`config.mk`:
```
export PLATFORM = sky130hd
export DESIGN_NAME = imm_gen_pipe
export DESIGN_NICKNAME = d
export VERILOG_FILES = /design/src/rtl/imm_gen_pipe.sv
export SDC_FILE = /design/constraint.sdc
export NUM_CORES = 1
export LEC_CHECK = 0
export CORE_ASPECT_RATIO = 0.75
export CORE_MARGIN = 2
export CORE_UTILIZATION = 34
export CTS_CLUSTER_SIZE = 12
export DETAILED_ROUTE_END_ITERATION = 8
export PLACE_DENSITY = 0.66
export SYNTH_ARGS = -nofsm -noshare
export SYNTH_HDL_FRONTEND = slang
export SYNTH_SLANG_ARGS = --single-unit
```
`constraint.sdc`:
```
create_clock -name clk -period 2.5 [get_ports clk]
set_clock_uncertainty 0.2 [all_clocks]
set_input_delay 0.5 -clock clk [delete_from_list [all_inputs] [get_ports clk]]
set_output_delay 0.5 -clock clk [all_outputs]
set_load 0.1 [all_outputs]
```
`src/rtl/imm_gen_pipe.sv`:
```
// imm_gen_pipe: RV32I/RV64I immediate decoder in front of a small
// in-order result queue, valid/ready handshaked on both sides.
module imm_gen_pipe #(
  parameter int XLEN  = 32,
  parameter int DEPTH = 2,
  parameter int TAG_W = 5
) (
  input  logic             clk,
  input  logic             rst_n,
  input  logic             flush,
  input  logic             in_valid,
  output logic             in_ready,
  input  logic [31:0]      in_inst,
  input  logic [TAG_W-1:0] in_tag,
  output logic             out_valid,
  input  logic             out_ready,
  output logic [XLEN-1:0]  out_imm,
  output logic [2:0]       out_fmt,
  output logic [TAG_W-1:0] out_tag,
  output logic             out_unknown
);

  localparam int PW = (DEPTH > 1) ? $clog2(DEPTH) : 1;
  localparam int CW = $clog2(DEPTH + 1);
  localparam bit RV64 = (XLEN == 64);

  localparam logic [2:0] F_NONE = 3'd0;
  localparam logic [2:0] F_I    = 3'd1;
  localparam logic [2:0] F_S    = 3'd2;
  localparam logic [2:0] F_B    = 3'd3;
  localparam logic [2:0] F_U    = 3'd4;
  localparam logic [2:0] F_J    = 3'd5;
  localparam logic [2:0] F_SH   = 3'd6;

  function automatic logic [XLEN-1:0] sx(
    input logic [31:0] v
  );
    logic [XLEN-1:0] r;
    r = {XLEN{v[31]}};
    r[31:0] = v;
    return r;
  endfunction

  function automatic logic [PW-1:0] nxt(
    input logic [PW-1:0] p
  );
    return (p == PW'(DEPTH - 1)) ? '0 : p + 1'b1;
  endfunction

  logic [6:0]      w_op;
  logic [2:0]      w_f3;
  logic            w_sh;
  logic            w_ld, w_opi, w_opw;
  logic            w_st, w_br, w_up, w_jal;
  logic [XLEN-1:0] w_sh5, w_sh6;
  logic [XLEN-1:0] w_imm;
  logic [2:0]      w_fmt;
  logic            w_unk;

  assign w_op  = in_inst[6:0];
  assign w_f3  = in_inst[14:12];
  assign w_sh  = (w_f3 == 3'b001) ||
                 (w_f3 == 3'b101);
  assign w_ld  = (w_op == 7'b0000011) ||
                 (w_op == 7'b1100111);
  assign w_opi = (w_op == 7'b0010011);
  assign w_opw = RV64 &&
                 (w_op == 7'b0011011);
  assign w_st  = (w_op == 7'b0100011);
  assign w_br  = (w_op == 7'b1100011);
  assign w_up  = (w_op == 7'b0110111) ||
                 (w_op == 7'b0010111);
  assign w_jal = (w_op == 7'b1101111);
  assign w_sh5 = {{(XLEN-5){1'b0}},
                  in_inst[24:20]};
  assign w_sh6 = {{(XLEN-6){1'b0}},
                  in_inst[25:20]};

  always_comb begin
    w_imm = '0;
    w_fmt = F_NONE;
    w_unk = 1'b0;
    unique case (1'b1)
      w_ld: begin
        w_fmt = F_I;
        w_imm = sx({{20{in_inst[31]}},
                    in_inst[31:20]});
      end
      w_opi, w_opw: begin
        if (w_sh) begin
          // RV64 OP-IMM takes a 6-bit shamt; OP-IMM-32 stays 5-bit
          w_fmt = F_SH;
          w_imm = (w_opi && RV64) ? w_sh6
                                  : w_sh5;
        end else begin
          w_fmt = F_I;
          w_imm = sx({{20{in_inst[31]}},
                      in_inst[31:20]});
        end
      end
      w_st: begin
        w_fmt = F_S;
        w_imm = sx({{20{in_inst[31]}},
                    in_inst[31:25],
                    in_inst[11:7]});
      end
      w_br: begin
        w_fmt = F_B;
        w_imm = sx({{20{in_inst[31]}},
                    in_inst[7],
                    in_inst[30:25],
                    in_inst[11:8], 1'b0});
      end
      w_up: begin
        w_fmt = F_U;
        w_imm = sx({in_inst[31:12], 12'b0});
      end
      w_jal: begin
        w_fmt = F_J;
        w_imm = sx({{12{in_inst[31]}},
                    in_inst[19:12],
                    in_inst[20],
                    in_inst[30:21], 1'b0});
      end
      default: w_unk = 1'b1;
    endcase
  end

  logic [XLEN-1:0]  r_imm [DEPTH];
  logic [2:0]       r_fmt [DEPTH];
  logic [TAG_W-1:0] r_tag [DEPTH];
  logic             r_unk [DEPTH];
  logic [PW-1:0]    r_wp, r_rp;
  logic [CW-1:0]    r_cnt;
  logic             r_rdy;
  logic             w_push, w_pop;
  logic [CW-1:0]    w_cnt_nx;

  assign w_push   = in_valid & r_rdy;
  assign w_pop    = out_valid & out_ready;
  assign w_cnt_nx = r_cnt + CW'(w_push)
                          - CW'(w_pop);

  always_ff @(posedge clk or negedge rst_n) begin
    if (!rst_n) begin
      r_wp  <= '0;
      r_rp  <= '0;
      r_cnt <= '0;
      r_rdy <= 1'b1;
      for (int i = 0; i < DEPTH; i++) begin
        r_imm[i] <= '0;
        r_fmt[i] <= '0;
        r_tag[i] <= '0;
        r_unk[i] <= 1'b0;
      end
    end else if (flush) begin
      r_wp  <= '0;
      r_rp  <= '0;
      r_cnt <= '0;
      r_rdy <= 1'b1;
    end else begin
      if (w_push) begin
        r_imm[r_wp] <= w_imm;
        r_fmt[r_wp] <= w_fmt;
        r_tag[r_wp] <= in_tag;
        r_unk[r_wp] <= w_unk;
        r_wp        <= nxt(r_wp);
      end
      if (w_pop)
        r_rp <= nxt(r_rp);
      r_cnt <= w_cnt_nx;
      r_rdy <= (w_cnt_nx < CW'(DEPTH));
    end
  end

  assign in_ready    = r_rdy;
  assign out_valid   = (r_cnt != '0);
  assign out_imm     = out_valid ? r_imm[r_rp]
                                 : '0;
  assign out_fmt     = out_valid ? r_fmt[r_rp]
                                 : '0;
  assign out_tag     = out_valid ? r_tag[r_rp]
                                 : '0;
  assign out_unknown = out_valid & r_unk[r_rp];

endmodule

```
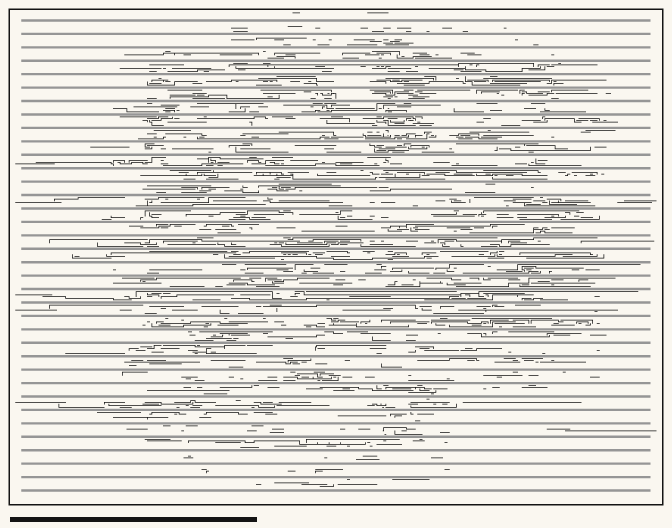
met1.png
The bar under the picture is 50 um long. Supply wires on this layer in grey.
main direction = horizontal
wire length on this layer = 5080 um
nets with wire on the layer = 454
longest straight run = 46.5 um
GRT met1 Usage: 24.1%
via count: 3263

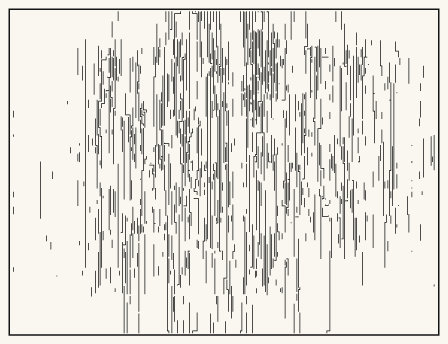
met2.png
main direction = vertical
nets with wire on the layer = 450
wire length on this layer = 5320 um
share of all routed wire = 48%
longest straight run = 70.4 um

==> Slide: Implementation Results <==
Physical Implementation Snapshot

Status
  – Status: finished with violations
  – Violated checks: negative hold slack

Drt
  – 1st-iter DRT viols: 237
  – Antenna Nets Post-Route: 0
  – Met3 wire length: 646 um
  – Top sig layer: met4
  – DRC: 0
  – WL per Instance: 17.4 um

Power
  – Comb pwr share: 41.0%
  – Leak Pwr: 2.76 nW
  – Switching portion of total power: 38.0%
  – Register share of total power: 32.1%

Yosys
  – Synth Seq Share: 52.1%
  – Post-Synthesis Cells: 377
  – Syn_nets: 421
  – Dominant Register Cell: dfrtp_1
  – Asr flop ratio synth: 100%
  – Yosys chip area: 4180 um^2
  – Yosys cell count: 377
  – Top post-synthesis cells by count: dfrtp_1 (86), a22o_1 (56), nor2_1 (47)
  – Distinct lib cells: 44
  – Most frequent cell after synthesis: dfrtp_1
  – Ys flops: 87
  – Max-area cell share: 51.5%

STA
  – Cycle use final: 93.8%
  – RSZ-0062 raised after global routing: no
  – Worst hold slack: -14.0 ps
  – Max Fclk: 427 MHz
  – Max-slew violations: 0
  – Final Hold Fails: 38
  – Worst Tran Pin Value: 613 ps

Global routing
  – GR Util met2: 28.0%
  – Total track usage: 17.7%
  – Most Used Layer, Global Route: met2
  – Total gr overflow: 0
  – Global-route wire length before repair: 18400 um
  – Number of global-route vias before repair: 3354

CTS
  – Clock sinks: 87
  – Number of setup buffers added after CTS: 0
  – Largest buffer count on any clock path: 2
  – Post-CTS Resized: 0
  – Num CTS Buffers: 9
  – Insertion Delay late pin: 330 ps
  – Clock slew at reported path FFs: 60 ps

Critical path
  – Slowest cell on crit path: dfrtp_1
  – Crit start category: flip-flop
  – Reg2reg end: r_cnt[1]
  – Worst Setup End Kind: output port
  – Buf/Inv on CP: 2
  – FF-to-FF setup slack: 440 ps
  – CP peak stage delay: 420 ps
  – CP max FO: 25
  – Top delay family on crit path: buffers and inverters
  – Worst Setup EP: out_unknown
  – Crit path DRT: 1800 ps
  – CP Class: flip-flop to output port
  – Crit-path cells: nor2_4 -> buf_4 -> nor2_1 -> buf_12

Floorplanning
  – IO Count: 85
  – Rows: 35
  – Fp util: 34.5%
  – Die Height: 100 um
  – Die ar.: 13200 um^2
  – Core region area: 12100 um^2

Cells and area
  – Final core utilization: 51.1%
  – Area Growth Syn to Fin: 48.2%
  – Fill cells: 1059
  – Layout cells sized above 1: 30.7%
  – Final layout net count: 512
  – Largest reg by FF count: r_imm

Placement
  – Placed insts: 623
  – Gpl congestion: 0.890
  – Hpwl dp: 8130 um
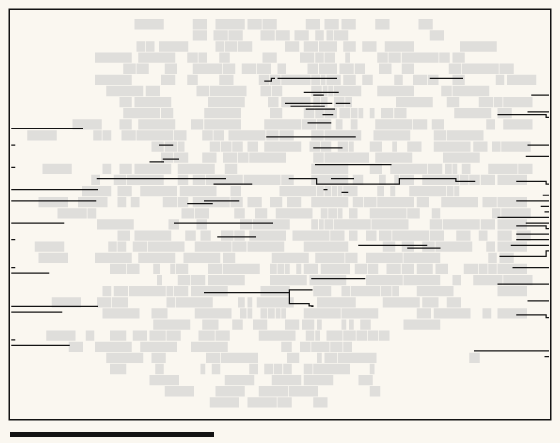
met3.png
The bar under the picture is 50 um long.
main direction = horizontal
nets with wire on the layer = 58
wire length on this layer = 647 um
share of all routed wire = 5.8%
longest straight run = 31.3 um
WL final: 11100 um
met3 Track Usage GR: 5.51%

## kinds of logic (layout without fill, tap and decap cells)
logic type	count (synthesis)	count (layout)	synth area share (%)
fa+ha+maj	2	2	0.598
xor+xnor	4	4	0.838
simple gates	88	88	10.1
buf+inv	35	131	3.56
flops	87	87	52.1
compound gates	108	108	19.9
mux	53	53	13.0
## stage by stage
stage / area [um^2] / hold WS (ps)
floorplan: 4300 / 4.41
global placement: 5880 / 268
detailed placement: 5880 / 275
CTS: 6200 / 4.00
global route: 6200 / 34.6
finish: 6200 / -14.0
## how the worst min path moves through the flow
| stage | startpoint | endpoint | slack (ps) | cells after the start |
|---|---|---|---|---|
| 2_1_floorplan | rst_n | r_cnt[0] | 4 | 0 |
| 3_3_place_gp | r_fmt[5] | r_fmt[5] | 270 | 2 |
| 3_5_place_dp | r_imm[2] | r_imm[2] | 280 | 2 |
| 4_1_cts | rst_n | r_imm[8] | 4 | 1 |
| 5_1_grt | rst_n | r_cnt[1] | 30 | 1 |
| 6_report | rst_n | r_imm[8] | -10 | 1 |
## area by class of cell
type | count | area, um^2 | area share, %
Clock buffer | 10 | 229 | 3.69
Clock inverter | 6 | 85.1 | 1.37
Inverter | 7 | 30.0 | 0.484
Multi-Input combinational cell | 255 | 1970 | 31.8
Sequential cell | 87 | 2180 | 35.2
Tap cell | 166 | 208 | 3.35
Timing Repair Buffer | 108 | 1500 | 24.2
## power groups by stage
stage	logic [W]	clock network, W	registers, W
6_report	0.00211	0.00139	0.00165
5_1_grt	0.00225	0.00147	0.00167
4_1_cts	0.00216	0.00142	0.00165
3_5_place_dp	0.00214	0	0.00168
3_3_place_gp	0.00212	0	0.00167
2_1_floorplan	0.00137	0	0.00171
No activity file was given, so power comes from the tool's default toggle rates.
